**Run 1: placed standard cells**

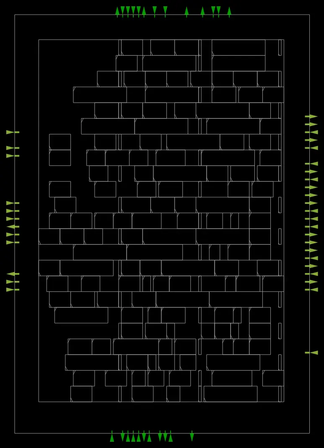
**Run 1: sequential cells grouped by signal name**

The bar under the picture is 20 microns long. Other sequential cells in the stronger grey, the rest of the logic in the fainter grey.
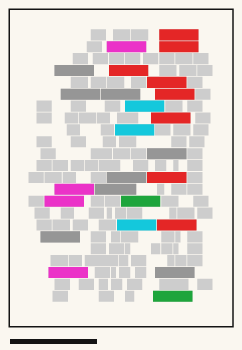
**Run 1: placement density heat map**

5 x 7 tiles, from white (low) to dark blue (high), 0 to 100% covered.
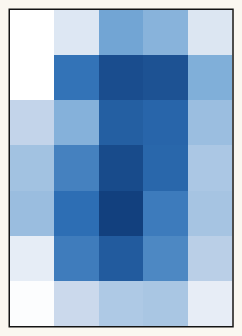
===== src/rtl/alu_ctrl_pkg.sv =====
// alu_ctrl_pkg: op codes and FSM state encoding shared by the ALU share controller
package alu_ctrl_pkg;
    localparam logic [2:0] OP_ADD        = 3'd0;
    localparam logic [2:0] OP_SUB        = 3'd1;
    localparam logic [2:0] OP_MUL        = 3'd2;
    localparam logic [2:0] OP_NAND       = 3'd3;
    localparam logic [2:0] OP_NOR        = 3'd4;
    localparam logic [2:0] OP_LAST_LEGAL = 3'd4;
    localparam logic [1:0] IDLE = 2'd0;
    localparam logic [1:0] EXEC = 2'd1;
    localparam logic [1:0] RESP = 2'd2;
endpackage


===== src/rtl/rr_arb2.sv =====
// rr_arb2: two-input round-robin grant, favouring the requester not granted last
module rr_arb2 (
    input  logic [1:0] req,
    input  logic       last_grant,
    output logic [1:0] grant
);
    // on contention pick the requester that did not win last time
    always_comb grant = (req == 2'b11) ? (last_grant ? 2'b01 : 2'b10) : req;
endmodule


===== src/rtl/alu_share_ctrl.sv =====
// alu_share_ctrl: shares one external ALU between two requesters with tagged responses
module alu_share_ctrl
    import alu_ctrl_pkg::*;
#(
    parameter int DATA_WIDTH = 4
) (
    input  logic                    clk,
    input  logic                    rst_n,
    input  logic [1:0]              req_valid_in,
    output logic [1:0]              req_ready_out,
    input  logic [2:0]              req_op0_in,
    input  logic [2:0]              req_op1_in,
    input  logic [DATA_WIDTH-1:0]   req_a0_in,
    input  logic [DATA_WIDTH-1:0]   req_b0_in,
    input  logic [DATA_WIDTH-1:0]   req_a1_in,
    input  logic [DATA_WIDTH-1:0]   req_b1_in,
    output logic [DATA_WIDTH-1:0]   alu_a_out,
    output logic [DATA_WIDTH-1:0]   alu_b_out,
    output logic [2:0]              alu_sel_out,
    input  logic [2*DATA_WIDTH-1:0] alu_q_in,
    output logic                    resp_valid_out,
    input  logic                    resp_ready_in,
    output logic [2*DATA_WIDTH-1:0] resp_q_out,
    output logic                    resp_id_out,
    output logic                    resp_err_out
);
    logic [1:0] state;
    logic       last_grant;
    logic [1:0] grant;
    logic       accept;
    logic       sel;

    rr_arb2 u_arb (
        .req        (req_valid_in),
        .last_grant (last_grant),
        .grant      (grant)
    );

    // grants only in IDLE and never while reset is held; sel picks the granted requester
    always_comb begin
        req_ready_out = (state == IDLE && rst_n) ? grant : 2'b00;
        accept        = |(req_valid_in & req_ready_out);
        sel           = req_ready_out[1];
    end

    // IDLE latches the granted request, EXEC samples the ALU, RESP waits for the consumer
    always_ff @(posedge clk or negedge rst_n) begin
        if (!rst_n) begin
            state          <= IDLE;
            last_grant     <= 1'b1;
            alu_a_out      <= '0;
            alu_b_out      <= '0;
            alu_sel_out    <= '0;
            resp_valid_out <= 1'b0;
            resp_q_out     <= '0;
            resp_id_out    <= 1'b0;
            resp_err_out   <= 1'b0;
        end else begin
            case (state)
                IDLE: if (accept) begin
                    alu_sel_out <= sel ? req_op1_in : req_op0_in;
                    alu_a_out   <= sel ? req_a1_in : req_a0_in;
                    alu_b_out   <= sel ? req_b1_in : req_b0_in;
                    resp_id_out <= sel;
                    last_grant  <= sel;
                    state       <= EXEC;
                end
                EXEC: begin
                    resp_q_out     <= alu_q_in;
                    resp_err_out   <= alu_sel_out > OP_LAST_LEGAL;
                    resp_valid_out <= 1'b1;
                    state          <= RESP;
                end
                RESP: if (resp_ready_in) begin
                    resp_valid_out <= 1'b0;
                    state          <= IDLE;
                end
                default: state <= IDLE;
            endcase
        end
    end
endmodule


===== config.mk =====
export PLATFORM = sky130hd
export DESIGN_NAME = alu_share_ctrl
export DESIGN_NICKNAME = d
export VERILOG_FILES = /design/src/rtl/alu_ctrl_pkg.sv /design/src/rtl/rr_arb2.sv /design/src/rtl/alu_share_ctrl.sv
export SDC_FILE = /design/constraint.sdc
export NUM_CORES = 1
export LEC_CHECK = 0
export ABC_AREA = 0
export CORE_ASPECT_RATIO = 1.5
export CORE_MARGIN = 4
export CORE_UTILIZATION = 42
export CTS_CLUSTER_DIAMETER = 120
export CTS_CLUSTER_SIZE = 8
export DETAILED_ROUTE_END_ITERATION = 7
export HOLD_SLACK_MARGIN = 0.05
export PLACE_DENSITY = 0.84
export SETUP_SLACK_MARGIN = 0.1
export SLEW_MARGIN = 20
export SYNTH_ARGS = -nofsm -noshare
export SYNTH_HDL_FRONTEND = slang
export SYNTH_HIERARCHICAL = 1
export SYNTH_SLANG_ARGS = --single-unit
export TNS_END_PERCENT = 5

===== constraint.sdc =====
create_clock -name clk -period 4.7 [get_ports clk]
set_clock_uncertainty 0.2 [all_clocks]
set_input_delay 0.94 -clock clk [delete_from_list [all_inputs] [get_ports clk]]
set_output_delay 0.94 -clock clk [all_outputs]
set_load 0.02 [all_outputs]

==> flow_summary.toml, run 1 <==
# flow metrics
[final_timing]
post-route-period-util_pct = 85.1
post-route-min-period_ps = 4000
max_freq_ghz = 0.250
timing.final.hold_violations = 0

[routing]
routed-wl-met3_microns = 189
wl_met1_microns = 1090
drc = 0
drtAntennaViolNets = 0
topRoutingLayerUsed = "met4"
wl_met2_microns = 1750

[yosys]
synth_chip_area_sq_um = 1160
yosysWarnings = 6
synth_cell_types = 26
syn_avg_cell_area_sq_um = 13.6
synth_area_sq_um = 1160

[global_route]
grt_pass1_wl_microns = 4910
grt_start_max_net_pins = 26
antenna_found_initial = 0

[worst_setup_path]
critical-path-max-stage-delay_ps = 610
crit_slowest_cell = "clkdlybuf4s50_1"
crit_path_end_kind = "primary output"
crit_family = "buffers and inverters"
worst-path-buf-inv = 2

[clock_network]
ctsResizeCount = 0
postCtsSetupBuffers = 0

[die]
die_area_sq_um = 3680
rows = 23

[min_path]
hp-class = "reg2reg"
hold_path_end = "resp_id_out"

[placed_design]
io_buffer_count = 58

[finish]
layout.nets = 179
ff_latch_area_sq_um = 627
drive_above_1_share_pct = 11.9
lay_top_count = "clkdlybuf4s50_1"
syn_to_final_growth_pct = 55.8

[status]
status = "finished clean"

[power]
power_density_nw_per_um2 = 570
p_leak_nw = 0.695
Back to the opening pictures, 'placed standard cells':
Flops: 25
Core ar.: 2650 sq um
Tapcells: 37

Back to the opening pictures, 'sequential cells grouped by signal name':
Green marks `state`, sequential cells 2. Magenta marks `alu_a_out`, sequential cells 4. Cyan marks `alu_sel_out`, sequential cells 3. Red marks `resp_q_out`, sequential cells 8.
Another 8 sequential cells are not coloured.

Back to the opening pictures, 'placement density heat map':
The mean over all tiles is 48%. The emptiest ninth of the die: north-west. 8.6% of the tiles are nearly empty. The fullest tile reaches 94%. The densest ninth of the die: centre.

[run 1: worst register-to-register path, cell delays in order, from the launching register on]
cell	delay, ps
dfstp_2	560
inv_1	50
a21boi_1	220
and2_1	500
o211ai_4	230
o221a_1	330
[run 1: metrics by stage]
stage	utilization [%]	instance area [sq um]	worst slack [ps]	cells
2_1_floorplan	-	1160	1850	85
6_report	68.2	1810	698	180
4_1_cts	68.2	1810	703	180
3_5_place_dp	66.5	1760	700	176
5_1_grt	68.2	1810	606	180
3_3_place_gp	66.5	1760	784	176
[run 1: cell type report]
class,count,share of cell area [%]
well taps,37,2.56
multi-input cells,51,26.6
clock buffers,4,2.49
inverters,3,0.624
flip-flops and latches,25,34.7
repair buffers,60,33.0
[run 1: state kept, by name, indices dropped and copies added (netlist names), 2 cells and up]
register / count
resp_q_out: 8
alu_a_out: 4
alu_b_out: 4
alu_sel_out: 3
state: 2
[run 1: kinds of logic after synthesis]
group           share of synthesized area [%]
simple gates                             15.6
buf+inv                                  4.43
mux                                      7.78
flops                                    54.1
compound gates                           18.1
[run 1: metal layers]
layer	vias to the layer above	global-route usage (%)
met3	2	3.08
met4	0	2.69
met2	39	35.3
met1	488	17.9
li1	444	-
met5	-	0
[run 1: worst max path at each step]
stage,from,endpoint,cells after the start
floorplan,rst_n,req_ready_out[0],3
global placement,req_valid_in[1],req_ready_out[1],4
detailed placement,req_valid_in[1],req_ready_out[1],4
CTS,req_valid_in[1],req_ready_out[1],4
global route,req_valid_in[1],req_ready_out[1],4
finish,req_valid_in[1],req_ready_out[1],4
[run 1: cells in the mapped netlist, drive strengths merged]
master | number | area share [%]
nand2b | 1 | 0.54
nor3b | 2 | 2.3
inv | 3 | 0.97
nor2b | 1 | 0.76
dfstp | 1 | 2.3
clkbuf | 2 | 0.65
dfrtp | 24 | 52
o221a | 11 | 11
nand4b | 11 | 8.3
o21ai | 1 | 0.43
and2b | 1 | 0.86
and2 | 3 | 1.6
mux2 | 8 | 7.8
a21bo | 2 | 1.7
nand2 | 2 | 0.65
a21oi | 2 | 0.86
a21boi | 2 | 1.3
a22oi | 1 | 0.65
o211ai | 2 | 2.5
or2 | 1 | 0.54
buf | 4 | 2.8
[run 1: power breakdown]
group | switching (mW) | internal [mW] | total, mW | leakage, nW
sequential | 0.0655 | 0.321 | 0.387 | 0.288
combinational | 0.243 | 0.279 | 0.522 | 0.384
clock | 0.0599 | 0.0603 | 0.120 | 0.0228
**Run 1: cell classes on the final placement**

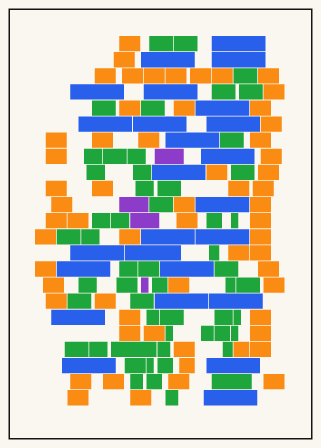

==> run 1 -> run 2 <==
--- a/config.mk
+++ b/config.mk
@@ -8,12 +8,13 @@
 export ABC_AREA = 0
 export CORE_ASPECT_RATIO = 1.5
 export CORE_MARGIN = 4
-export CORE_UTILIZATION = 42
+export CORE_UTILIZATION = 39
 export CTS_CLUSTER_DIAMETER = 120
 export CTS_CLUSTER_SIZE = 8
 export DETAILED_ROUTE_END_ITERATION = 7
+export GPL_TIMING_DRIVEN = 0
 export HOLD_SLACK_MARGIN = 0.05
-export PLACE_DENSITY = 0.84
+export PLACE_DENSITY = 0.79
 export SETUP_SLACK_MARGIN = 0.1
 export SLEW_MARGIN = 20
 export SYNTH_ARGS = -nofsm -noshare
==> constraint.sdc (replaced) <==
create_clock -name clk -period 4.6 [get_ports clk]
set_clock_uncertainty 0.2 [all_clocks]
set_input_delay 0.92 -clock clk [delete_from_list [all_inputs] [get_ports clk]]
set_output_delay 0.92 -clock clk [all_outputs]
set_load 0.02 [all_outputs]
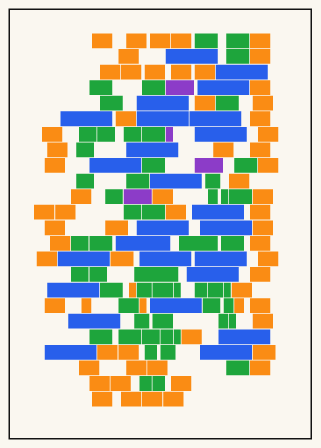
**Above:** run 2 (cell classes on the final placement).
Blue marks flip-flops, cells 25. Green marks all other logic, cells 54. Orange marks other buffers and delay cells, cells 64. Purple marks clock drivers and dummy loads, cells 4.

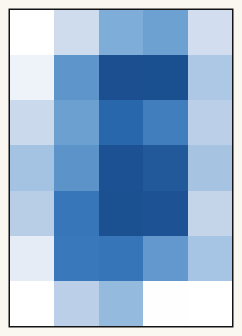
**Above:** run 2 (placement density heat map).
5 x 7 tiles, from white (low) to dark blue (high), 0 to 100% covered.
The emptiest ninth of the die: north-west. 11% of the tiles are nearly empty. 20% of the tiles are over 75% full. The densest ninth of the die: centre. The fullest tile reaches 88%. The mean over all tiles is 46%.

==> run 2 against run 1 <==
Net effect: synthesized area unchanged; die size grew 6.7%; total power is 2.5% higher; flip-flop count is the same; routed wire length shrank 4.4%; cell count up 3.3%; sequential power is 2% higher; non-clock buffer count up 4; critical path depth up 1; critical path type unchanged; largest cell class unchanged.
==> flow_summary.toml, run 2 <==
# flow metrics
[status]
status = "finished clean"

[yosys]
yosysWarnings = 6
synthTopCellsByArea = "dfrtp_1 (52%), o221a_1 (11%), nand4b_1 (8.3%), mux2_2 (6.8%), dfstp_2 (2.3%)"
syn_avg_cell_area_sq_um = 13.6
top_cell_area_share_pct = 51.8
synthArstFlopShare_pct = 100
netlist_top_cells_count = "dfrtp_1 (24), nand4b_1 (11), o221a_1 (11)"
most_common_cell = "dfrtp_1"
synth_area_sq_um = 1160
top_area_cell = "dfrtp_1"
synth_chip_area_sq_um = 1160
flop_cell = "dfrtp_1"

[power]
p_switching_uw = 376
sequentialPowerShare_pct = 37.5
clkPwrFrac_pct = 11.9
p_leak_nw = 0.710
power_density_nw_per_um2 = 575
p_sw_share_pct = 35.6
comb_power_share_pct = 50.7

[placed_design]
place_area_sq_um = 1790
io_buffer_count = 58
place_inst = 182
pre_cts_ws_ps = -271

[final_timing]
post-route-min-period_ps = 4160
post-route-period-util_pct = 90.4
max_freq_ghz = 0.240
worst_slack_ps = 442

[routing]
drtAntennaViolNets = 0
drc = 0

[finish]
largest_register_ffs = 8
layout.nets = 183
largest-register = "resp_q_out"
final-instance-count-excl-fill = 186
reg.largest.list = "resp_q_out (8), alu_a_out (4), alu_b_out (4)"
post-route-util_pct = 63.6
lay_top_count = "clkdlybuf4s50_1"
drive_above_1_share_pct = 13.6
syn_to_final_growth_pct = 58.3

[die]
core-area_sq_um = 2880
rows = 24
die_area_sq_um = 3930

[global_route]
use_met1_pct = 18.8
use_met2_pct = 28.0
gr-max-usage-layer = "met2"
grt_start_max_net_pins = 27
grt_use_met3_pct = 3.37

[worst_setup_path]
crit_path_end_kind = "primary output"
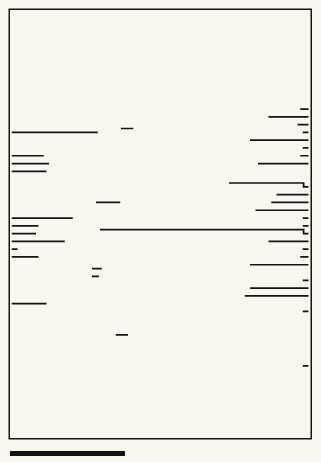
**Above:** run 2 (M3 wires).
The bar under the picture is 20 microns long.
The wires run mostly horizontal. The layer holds 7.7% of the routed length. 39 nets have wire on it. The layer carries 225 microns of wire.

==> run 2: logic make-up (layout without fill, tap and decap cells) <==
logic type	Yosys count	after routing	synth area share, %
AND/OR/NAND/NOR	22	22	15.6
AND-OR/OR-AND	21	21	18.1
multiplexers	8	8	7.78
flip-flops	25	25	54.1
buffers and inverters	9	71	4.43
==> run 2: worst max-delay path: stages <==
cell and delay, ps:
clkdlybuf4s15_2 580, nor3b_4 480, buf_2 290, and2_1 150, clkdlybuf4s50_1 600
==> run 2: worst paths after layout <==
| path | from | end | slack (ps) | cells after the start |
|---|---|---|---|---|
| max in group asynchronous | rst_n | resp_q_out[1] | 3240 | 1 |
| hold reg to reg | resp_q_out[6] | resp_q_out[6] | 290 | 1 |
| hold / removal | resp_q_out[6] | resp_q_out[6] | 290 | 1 |
| setup / recovery | rst_n | req_ready_out[0] | 440 | 5 |
| setup reg to reg | last_grant | alu_a_out[0] | 2540 | 6 |
| min in group asynchronous | rst_n | resp_valid_out | 560 | 1 |
==> run 2: timing repair <==
action | CTS | global route
setup endpoints to repair | 2 | 0
resized | 3 | 0
setup buffers | 0 | 0
==> run 2: metal layers <==
| layer | part of all wire, % | routed length [microns] |
|---|---|---|
| met5 | 0 | 0 |
| met4 | 0.41 | 12 |
| met3 | 7.7 | 224 |
| met2 | 52 | 1520 |
| met1 | 39 | 1150 |
==> run 2: power by group through the flow <==
stage               clock network, mW  logic [mW]  registers, mW
floorplan                           0       0.147          0.513
CTS                             0.130       0.541          0.397
detailed placement                  0       0.538          0.402
global route                    0.139       0.565          0.414
global placement                    0       0.529          0.394
finish                          0.125       0.534          0.395
==> run 2: area by class of cell <==
| type | count | area, sq um | area share [%] |
|---|---|---|---|
| plain buffers | 6 | 40.0 | 2.18 |
| clock buffers | 4 | 45.0 | 2.46 |
| inverters | 3 | 11.3 | 0.614 |
| flip-flops and latches | 25 | 627 | 34.2 |
| repair buffers | 58 | 582 | 31.7 |
| well taps | 39 | 48.8 | 2.66 |
| multi-input cells | 51 | 480 | 26.2 |
**Run 2: placed standard cells**

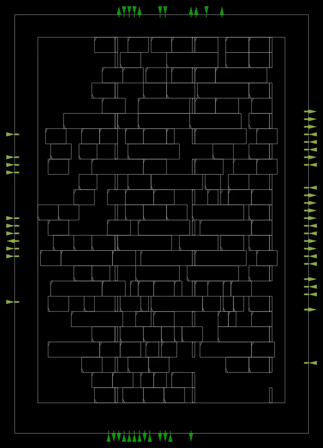

==> run 2 -> run 3 <==
--- a/config.mk
+++ b/config.mk
@@ -5,7 +5,7 @@
 export SDC_FILE = /design/constraint.sdc
 export NUM_CORES = 1
 export LEC_CHECK = 0
-export ABC_AREA = 0
+export ABC_AREA = 1
 export CORE_ASPECT_RATIO = 1.5
 export CORE_MARGIN = 4
 export CORE_UTILIZATION = 39
@@ -14,7 +14,8 @@
 export DETAILED_ROUTE_END_ITERATION = 7
 export GPL_TIMING_DRIVEN = 0
 export HOLD_SLACK_MARGIN = 0.05
-export PLACE_DENSITY = 0.79
+export PLACE_DENSITY = 0.78
+export RECOVER_POWER = 100
 export SETUP_SLACK_MARGIN = 0.1
 export SLEW_MARGIN = 20
 export SYNTH_ARGS = -nofsm -noshare
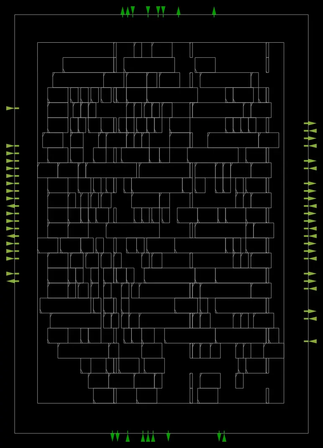
**Above:** run 3 (placed standard cells).
Tapcells: 39
final core utilization: 63.5%
filler instances: 260

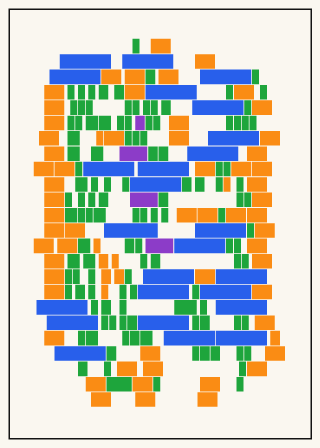
**Above:** run 3 (cell classes on the final placement).
Purple marks clock drivers and dummy loads, cells 4. Blue marks flip-flops, cells 25. Orange marks other buffers and delay cells, cells 66. Green marks all other logic, cells 118.

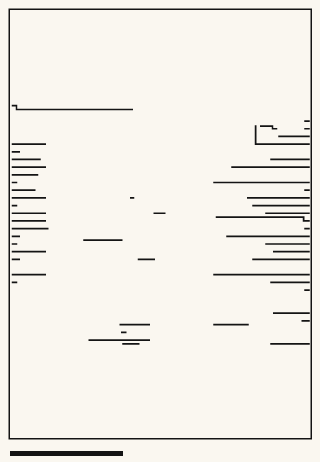
**Above:** run 3 (M3 wires).
The bar under the picture is 20 microns long.
The wires run mostly horizontal. The layer holds 9.5% of the routed length.

==> run 3 against run 2 <==
Net effect: first-iteration DRC count increased by 63%; critical endpoint is now req_ready_out[1]; synthesized area is 3.0% higher; worst setup slack worse by 17 ps; global-route usage rose by 2.7 points; count of clock-buffer cells in the layout is 1 lower; utilization down 0.14 points; total power shrank 14%; combinational power is about 20% lower; flip-flop count unchanged; critical path type unchanged; die size rose by 2.6%; sequential share of layout area shrank 0.28 points.
==> flow_summary.toml, run 3 <==
# flow metrics
[worst_setup_path]
reg2reg_depth = 6
ff2ff_setup_slack_ps = 2590
r2r_start = "last_grant"

[global_route]
grt_use_met3_pct = 3.52
antenna_found_initial = 0

[min_path]
hp-class = "reg2reg"

[yosys]
synth-simple-area-share_pct = 40.5
topCombFamilyByArea = "simple AND/OR/NAND/NOR gates"
yosysWarnings = 6
synth_cell_types = 16
netlist_top_cells_count = "nand2_1 (76), dfrtp_1 (24), nand3_1 (16)"
synthArstFlopShare_pct = 100
flop_cell = "dfrtp_1"
syn_avg_cell_area_sq_um = 7.90

[finish]
drive_above_1_share_pct = 5.16
reg.largest.list = "resp_q_out (8), alu_a_out (4), alu_b_out (4)"
largest-register = "resp_q_out"

[final_timing]
worst_slack_ps = 424
post-route-min-period_ps = 4180

[status]
status = "finished clean"

[placed_design]
place_inst = 248
io_buffer_count = 58

[die]
rows = 24

[clock_network]
ctsResizeCount = 0
## run 3: cell types whose count changed in the layout (fill, tap and decap cells not counted), moves of 11 or more
| cell | before | now |
|---|---|---|
| dlygate4sd3_1 | 0 | 26 |
| nand2_1 | 2 | 76 |
| nand3_1 | 0 | 16 |
| clkdlybuf4s50_1 | 57 | 31 |
| nand4_1 | 0 | 12 |
| nand4b_1 | 11 | 0 |
| o221a_1 | 11 | 0 |
## run 3: logic make-up (layout without fill, tap and decap cells)
logic type,Yosys count,after routing
AND/OR/NAND/NOR,108,108
flip-flops,25,25
buffers and inverters,13,75
AND-OR/OR-AND,5,5
## run 3: layout make-up
cell class	instances	area, sq um	share of cell area, %
buffer	8	33.8	1.83
clock buffer	3	41.3	2.23
clock inverter	1	5.00	0.271
inverter	5	18.8	1.01
multi-input combinational	113	499	27.0
sequential	25	627	33.9
tap	39	48.8	2.64
timing repair buffer	58	576	31.1
## run 3: per-stage QoR
stage          power (mW)  TNS, ps  util (%)  hold slack [ps]
5_1_grt             0.976        0      63.5              314
2_1_floorplan       0.587        0         -              272
3_5_place_dp        0.831        0      62.4              268
3_3_place_gp        0.816     -129      62.6              252
4_1_cts             0.956        0      64.0              288
6_report            0.908        0      63.5              276
## run 3: how the worst max path moves through the flow
stage,cells after the start,start,to
after global placement,5,rst_n,req_ready_out[1]
after CTS,7,req_valid_in[1],req_ready_out[1]
after floorplan,5,req_valid_in[1],req_ready_out[1]
final,7,req_valid_in[1],req_ready_out[1]
after global routing,7,req_valid_in[1],req_ready_out[1]
after detailed placement,7,req_valid_in[1],req_ready_out[1]
## run 3: metal layers
layer  share of wire [%]  vias to the layer above
met5                   0                        -
met4                0.96                        0
met3                 9.5                        4
met2                  50                       59
met1                  40                      560
li1                    -                      623
## run 3: report_power, final
part | switching [mW] | internal, mW
clock | 0.0648 | 0.0604
sequential | 0.0473 | 0.308
combinational | 0.238 | 0.190
total | 0.350 | 0.558
## run 3: tightest hold or removal path, delay by kind of cell, from the launching register on
| family | cells | cell delay (ps) |
|---|---|---|
| simple gates | 2 | 100 |
| flops | 1 | 340 |
Power is estimated from default activity; no workload was simulated.
